### Clock wiring as the flow saved it

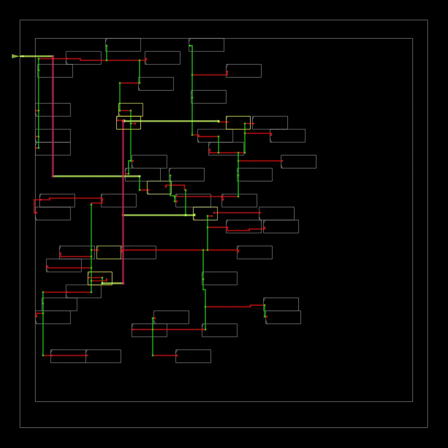
### Pin map

Drawn at 3 px/um. Pins as bars across the die edge, other pins in gray.
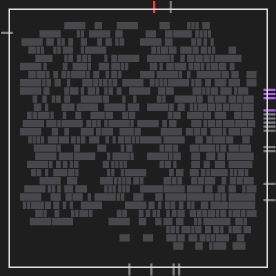
$ cat config.mk
export PLATFORM = sky130hd
export DESIGN_NAME = controlador_vitais_flat
export DESIGN_NICKNAME = d
export VERILOG_FILES = /design/src/rtl/controlador_vitais_pkg.sv /design/src/rtl/controlador_vitais_if.sv /design/src/rtl/controlador_vitais_divisor_tick.sv /design/src/rtl/controlador_vitais.sv /design/src/flat_wrapper.sv
export SDC_FILE = /design/constraint.sdc
export NUM_CORES = 1
export LEC_CHECK = 0
export ABC_AREA = 1
export CAP_MARGIN = 5
export CORE_MARGIN = 3
export CORE_UTILIZATION = 45
export DETAILED_ROUTE_END_ITERATION = 8
export PLACE_DENSITY_LB_ADDON = 0.15
export SYNTH_ARGS = -nofsm -noshare
export SYNTH_HDL_FRONTEND = slang
export SYNTH_SLANG_ARGS = --single-unit
$ cat constraint.sdc
create_clock -name clk -period 2.3 [get_ports clk]
set_input_delay 0.46 -clock clk [delete_from_list [all_inputs] [get_ports clk]]
set_output_delay 0.46 -clock clk [all_outputs]
set_load 0.01 [all_outputs]
$ cat src/rtl/controlador_vitais_pkg.sv
// Shared activity codes, life-FSM encoding and level arithmetic helpers for the vital-signs block.
package controlador_vitais_pkg;

    typedef enum logic [3:0] {
        EstIdle      = 4'b0000,
        EstDormindo  = 4'b0001,
        EstComendo   = 4'b0010,
        EstDandoAula = 4'b0100,
        EstMorto     = 4'b1000
    } estado_e;

    typedef enum logic [1:0] {
        VidaVivo    = 2'd0,
        VidaCritico = 2'd1,
        VidaMorto   = 2'd2
    } vida_e;

    typedef struct packed {
        logic signed [5:0] fome;
        logic signed [5:0] sono;
        logic signed [5:0] tedio;
    } deltas_t;

    function automatic deltas_t deltas_por_estado(input logic [3:0] estado);
        deltas_t d;
        d.fome  = 6'sd0;
        d.sono  = 6'sd0;
        d.tedio = 6'sd0;
        case (estado)
            EstIdle: begin
                d.fome  = 6'sd1;
                d.sono  = 6'sd1;
                d.tedio = 6'sd1;
            end
            EstDormindo: begin
                d.fome  = 6'sd1;
                d.sono  = -6'sd2;
            end
            EstComendo: begin
                d.fome  = -6'sd3;
                d.sono  = 6'sd1;
            end
            EstDandoAula: begin
                d.fome  = 6'sd2;
                d.sono  = 6'sd2;
                d.tedio = -6'sd3;
            end
            default: ;
        endcase
        return d;
    endfunction

    // Levels saturate at both ends; the 6-bit signed sum covers -3..18 without overflow.
    function automatic logic [3:0] clamp_nivel(input logic [3:0]        nivel,
                                               input logic signed [5:0] delta,
                                               input logic [3:0]        max_nivel);
        logic signed [5:0] soma;
        soma = $signed({2'b00, nivel}) + delta;
        if (soma < 6'sd0) begin
            return 4'd0;
        end else if (soma > $signed({2'b00, max_nivel})) begin
            return max_nivel;
        end
        return soma[3:0];
    endfunction

endpackage

$ cat src/rtl/controlador_vitais_if.sv
// Activity code in, need levels and life flags out; master is the vitals block, slave the state
// controller.
interface controlador_vitais_if;
    logic [3:0] estado;
    logic [3:0] fome;
    logic [3:0] sono;
    logic [3:0] tedio;
    logic       alerta;
    logic       morreu;

    modport master (input estado, output fome, sono, tedio, alerta, morreu);
    modport slave  (output estado, input fome, sono, tedio, alerta, morreu);
endinterface

$ cat src/rtl/controlador_vitais_divisor_tick.sv
// Game-time prescaler: one-cycle tick every TICK_DIV clocks, reusable for animation timing.
module divisor_tick #(
    parameter int unsigned TICK_DIV = 50_000_000
) (
    input  logic clk,
    input  logic rst,
    output logic tick
);
    localparam int unsigned W = (TICK_DIV > 1) ? $clog2(TICK_DIV) : 1;
    localparam logic [W-1:0] Ultimo = W'(TICK_DIV - 1);

    logic [W-1:0] cnt_q;

    always_ff @(posedge clk) begin
        if (rst) begin
            cnt_q <= '0;
        end else if (cnt_q == Ultimo) begin
            cnt_q <= '0;
        end else begin
            cnt_q <= cnt_q + W'(1);
        end
    end

    assign tick = (cnt_q == Ultimo);

endmodule

$ cat src/rtl/controlador_vitais.sv
// Vital-signs scheduler: advances fome/sono/tedio once per game tick and sequences life/death.
module controlador_vitais
    import controlador_vitais_pkg::*;
#(
    parameter int unsigned TICK_DIV      = 50_000_000,
    parameter int unsigned MAX_NIVEL     = 15,
    parameter int unsigned NIVEL_INICIAL = 4,
    parameter int unsigned LIMITE_TICKS  = 3
) (
    input logic                   clk,
    input logic                   rst,
    controlador_vitais_if.master  vitais
);
    localparam int unsigned CntW = $clog2(LIMITE_TICKS + 1);
    localparam logic [3:0] MaxW = 4'(MAX_NIVEL);
    localparam logic [3:0] InicialW = 4'(NIVEL_INICIAL);
    localparam logic [CntW-1:0] LimiteW = CntW'(LIMITE_TICKS);

    logic            tick;
    deltas_t         delta;
    logic [3:0]      fome_novo, sono_novo, tedio_novo;
    logic            critico;
    logic [3:0]      fome_q, fome_d, sono_q, sono_d, tedio_q, tedio_d;
    vida_e           vida_q, vida_d;
    logic [CntW-1:0] crit_q, crit_d;
    logic            alerta_q, alerta_d, morreu_q, morreu_d;

    divisor_tick #(
        .TICK_DIV(TICK_DIV)
    ) u_divisor (
        .clk (clk),
        .rst (rst),
        .tick(tick)
    );

    always_comb begin
        delta      = deltas_por_estado(vitais.estado);
        fome_novo  = clamp_nivel(fome_q, delta.fome, MaxW);
        sono_novo  = clamp_nivel(sono_q, delta.sono, MaxW);
        tedio_novo = clamp_nivel(tedio_q, delta.tedio, MaxW);
        critico    = (fome_novo == MaxW) || (sono_novo == MaxW) || (tedio_novo == MaxW);

        fome_d  = fome_q;
        sono_d  = sono_q;
        tedio_d = tedio_q;
        vida_d  = vida_q;
        crit_d  = crit_q;

        // Levels still move on the tick that enters VidaMorto, then freeze.
        if (tick && (vida_q != VidaMorto)) begin
            fome_d  = fome_novo;
            sono_d  = sono_novo;
            tedio_d = tedio_novo;
            case (vida_q)
                VidaVivo: begin
                    if (critico) begin
                        crit_d = CntW'(1);
                        vida_d = (LIMITE_TICKS == 1) ? VidaMorto : VidaCritico;
                    end
                end
                VidaCritico: begin
                    if (critico) begin
                        crit_d = crit_q + CntW'(1);
                        if (crit_q + CntW'(1) == LimiteW) begin
                            vida_d = VidaMorto;
                        end
                    end else begin
                        crit_d = '0;
                        vida_d = VidaVivo;
                    end
                end
                default: ;
            endcase
        end

        alerta_d = (vida_d == VidaCritico);
        morreu_d = (vida_d == VidaMorto);
    end

    always_ff @(posedge clk) begin
        if (rst) begin
            fome_q   <= InicialW;
            sono_q   <= InicialW;
            tedio_q  <= InicialW;
            vida_q   <= VidaVivo;
            crit_q   <= '0;
            alerta_q <= 1'b0;
            morreu_q <= 1'b0;
        end else begin
            fome_q   <= fome_d;
            sono_q   <= sono_d;
            tedio_q  <= tedio_d;
            vida_q   <= vida_d;
            crit_q   <= crit_d;
            alerta_q <= alerta_d;
            morreu_q <= morreu_d;
        end
    end

    assign vitais.fome   = fome_q;
    assign vitais.sono   = sono_q;
    assign vitais.tedio  = tedio_q;
    assign vitais.alerta = alerta_q;
    assign vitais.morreu = morreu_q;

endmodule
$ cat src/flat_wrapper.sv
// flat-port wrapper written by rule: the top's interface ports become plain ports
module controlador_vitais_flat import controlador_vitais_pkg::*;
#(
    parameter int unsigned TICK_DIV      = 50_000_000,
    parameter int unsigned MAX_NIVEL     = 15,
    parameter int unsigned NIVEL_INICIAL = 4,
    parameter int unsigned LIMITE_TICKS  = 3
)
  (clk, rst, vitais_estado, vitais_fome, vitais_sono, vitais_tedio, vitais_alerta, vitais_morreu);
  controlador_vitais_if vitais_i ();
  input logic clk;
  input logic rst;
  input wire logic [$bits(vitais_i.estado)-1:0] vitais_estado;
  output wire logic [$bits(vitais_i.fome)-1:0] vitais_fome;
  output wire logic [$bits(vitais_i.sono)-1:0] vitais_sono;
  output wire logic [$bits(vitais_i.tedio)-1:0] vitais_tedio;
  output wire logic [$bits(vitais_i.alerta)-1:0] vitais_alerta;
  output wire logic [$bits(vitais_i.morreu)-1:0] vitais_morreu;
  assign vitais_i.estado = vitais_estado;
  assign vitais_fome = vitais_i.fome;
  assign vitais_sono = vitais_i.sono;
  assign vitais_tedio = vitais_i.tedio;
  assign vitais_alerta = vitais_i.alerta;
  assign vitais_morreu = vitais_i.morreu;
  controlador_vitais #(.TICK_DIV(TICK_DIV), .MAX_NIVEL(MAX_NIVEL), .NIVEL_INICIAL(NIVEL_INICIAL), .LIMITE_TICKS(LIMITE_TICKS)) u_core (.clk(clk), .rst(rst), .vitais(vitais_i));
endmodule
==> results.ini <==
[logic_synthesis]
synth.top_cell.area_share_pct = 31.0
netlist.top_cell.by_area = dfxtp_1
post_synth_instance_area_um2 = 2840
synth-warning-count = 0
synth.yosys.num_cells = 395
postSynthAreaPerCell_um2 = 7.19
main_area_contributors_after_synthesis = dfxtp_1 31%, nand2_1 10%, inv_1 6.6%, ha_1 6.2%, a21oi_1 4.9%
seq_area_frac_synth_pct = 31.0
ys_types = 39
floorplan.nets = 417
ys.flops = 44
postSynthCellCount = 395
yosys-stat-area_um2 = 2840

[die]
core_area_um2 = 6030
fp-utilization_pct = 47.2
ios = 20
fp.dieW_um = 85.5
area_enclosed_by_the_die_boundary_um2 = 7300
die_height_um = 85.5
core.rowCount = 28

[placed_design]
detailed_place.area_um2 = 3380
place.detailed.instances = 523
numPortBuffers = 19
place_hpwl_um = 4810
routabilityCongestion = 0.806

[detailed_routing]
routed_wire_length_per_instance_um = 12.4
drt.antenna.violating_nets = 0
drt-total-wl_um = 6770
drt-initial-drc-count = 89
drc = 0
drt_pre_antenna_iters = 4
num_vias = 2763
number_of_vias_per_cell_after_detailed_routing = 5.08

[power_and_ir_drop]
leakagePower_nw = 1.62
clockPowerShare_pct = 35.6
max-vdd-ir-drop_v = 0.000338
share_seq_of_total_power_pct = 52.9
p_sw_uw = 341
sw_frac_of_total_pct = 23.4
cellPowerDensity_nw_per_um2 = 375
p_comb_share_pct = 11.6
power_total_mw = 1.46
intPower_mw = 1.11

[worst_setup_path]
required_ns = 2.50
timing.critical_path.from_type = input port
reg2regPathDepth = 13
worstPathArrival_ns = 2.41
critPathKind = in2reg
setup.worst_path.end_class = flop
cp_max_fo = 4

[status]
outcome = finished, final reports clean

[flow_run]
warning_count = 28
drv.max_cap_violation_count = 0

[cts]
clk_root_buffer_cell = clkbuf_8
cts_max_level = 2
cts_tree = done
holdBufCountCts = 0
register_clock_pin_slew_on_the_reported_worst_setup_and_hold_paths_ns = 0.08
clk_path_buf_depth = 2
cts.sink_count = 44

[finish]
layout.cells.most_common_list = 59 x nand2_1, 48 x buf_4, 44 x dfxtp_1
final_layout_top_logic_cell = nand2_1
design.final.nets = 491
final-comb-area_um2 = 1990
post_route_cells_drive_above_1_share_pct = 36.5
fin_area_um2 = 3880
antenna_cells_inserted = 0
synthToLayoutAreaGrowth_pct = 36.5
fillCellCount = 517
final_cells = 544
final-seq-area_um2 = 881

[timing]
fin_worst_skew_ns = 0.00808
timing.slew.headroom_pct = 71.6
final.min_clock_period_ns = 2.22
setup-tns-final_ns = 0
final_hold_slack_ns = 0.486
timing_worst_slew_pin_value_ns = 0.425
final_max_slew_viol_count = 0
clock.fmax_ghz = 0.451
setup-violations-final = 0
final-hold-violation-count = 0
finalCritPeriodShare_pct = 96.3

[global_routing]
grt_antenna_before_repair = 0
grt_pass1_wl_um = 11100
grt_remaining_overflow = 0
grt_use_total_pct = 18.5
grt_pass1_vias = 2578
grt_start_max_net_pins = 19

[min_path]
timing.hold.worst_path_depth = 1
hold_path_class = reg2reg

About 'Clock wiring as the flow saved it':
flip-flop and latch count: 44
cts bufs inserted: 5
clock network latency to the later pin of the worst-skew pair: 0.30 ns

About 'Pin map':
`vitais_sono` -> purple  # pins 4, direction output, edge east
`vitais_alerta` -> red  # pins 1, direction output, edge north
all pins by edge = 13 east, 4 south, 2 north, 1 west

==> synth_stat cells, drive strengths merged <==
master and count:
nor3 18, a21oi 30, nor2 51, nand3 22, fa 2, xor2 4
o21ai 20, xnor2 4, inv 56, ha 14, o21a 2, nand4 19
buf 3, o2111ai 1, o211ai 2, nor3b 6, clkinv 3, dfxtp 44
nand2 90, a31o 1, and3 1, nand3b 1, nor4 1
==> per-stage QoR <==
| stage | setup WS, ns | util [%] |
|---|---|---|
| floorplan | 0.0192 | - |
| global placement | -0.698 | 56.1 |
| detailed placement | -0.726 | 56.1 |
| CTS | 0.00193 | 61.2 |
| global route | -0.0293 | 64.4 |
| finish | 0.0840 | 64.4 |
==> final cells by class <==
class | instances | area share [%]
tap | 75 | 2.42
clock buffer | 7 | 2.48
sequential | 44 | 22.7
inverter | 59 | 6.03
multi-input combinational | 289 | 51.2
timing repair buffer | 70 | 15.2
==> flip-flops by register name, summed over array words and instances (netlist names) <==
register	cells
u_core.vitais.tedio	4
u_core.vida_q	2
u_core.vitais.fome	4
u_core.vitais.sono	4
u_core.crit_q	2
u_core.u_divisor.cnt_q	26
u_core.vitais.morreu	1
u_core.vitais.alerta	1
==> worst max-delay path, cell delays in order <==
cell	delay [ns]
buf_4	0.12
buf_6	0.12
inv_4	0.05
nor2_2	0.03
nand2_2	0.10
inv_4	0.06
ha_4	0.28
inv_4	0.05
a21oi_4	0.16
nand2_2	0.08
nand2_2	0.07
nand2_2	0.09
o21ai_2	0.17
nor2_1	0.06
nand2_2	0.11
nand4_4	0.13
nand2_2	0.08
nand2_2	0.07
nand2_2	0.08
nor2_2	0.05
==> power groups by stage <==
stage	Combinational [mW]	Sequential, mW	Clock (mW)
after floorplan	0.0636	0.787	0
after global placement	0.120	0.788	0
after detailed placement	0.120	0.788	0
after CTS	0.143	0.770	0.533
after global routing	0.184	0.771	0.554
final	0.168	0.770	0.518
==> cells by family (layout without fill, tap and decap cells) <==
logic type,Yosys count,count (layout),share of synthesized area (%)
AND/OR/NAND/NOR,209,209,39.0
buffers and inverters,62,136,8.72
AND-OR/OR-AND,56,56,11.0
flip-flops,44,44,31.0
adder cells (fa/ha/maj),16,16,7.57
XOR/XNOR,8,8,2.73
==> routing by layer <==
layer  up-vias  global-route usage (%)  wire length, um
li1       1446                       -                -
met1      1254                    23.3             3130
met2        54                    32.7             3310
met3         9                    3.11              215
met4         0                    4.75              110
met5         -                       0                0
==> path summary, 6_finish.rpt <==
path / slack, ns / from / to
worst max-delay path: 0.08 / vitais_estado[1] / u_core.vitais.alerta
worst min-delay path: 0.49 / u_core.u_divisor.cnt_q[0] / u_core.u_divisor.cnt_q[0]
worst max register to register: 0.22 / u_core.vitais.sono[0] / u_core.vitais.alerta
worst min register to register: 0.49 / u_core.u_divisor.cnt_q[0] / u_core.u_divisor.cnt_q[0]
==> repair_timing <==
item,CTS,global route
buffers inserted,6,8
resized,49,51
endpoints found under the setup margin,11,7
endpoints found under the hold margin,0,0
pin swaps,15,44
gates cloned,0,0
Power figures rest on the tool's default switching activity, not on a simulated workload.
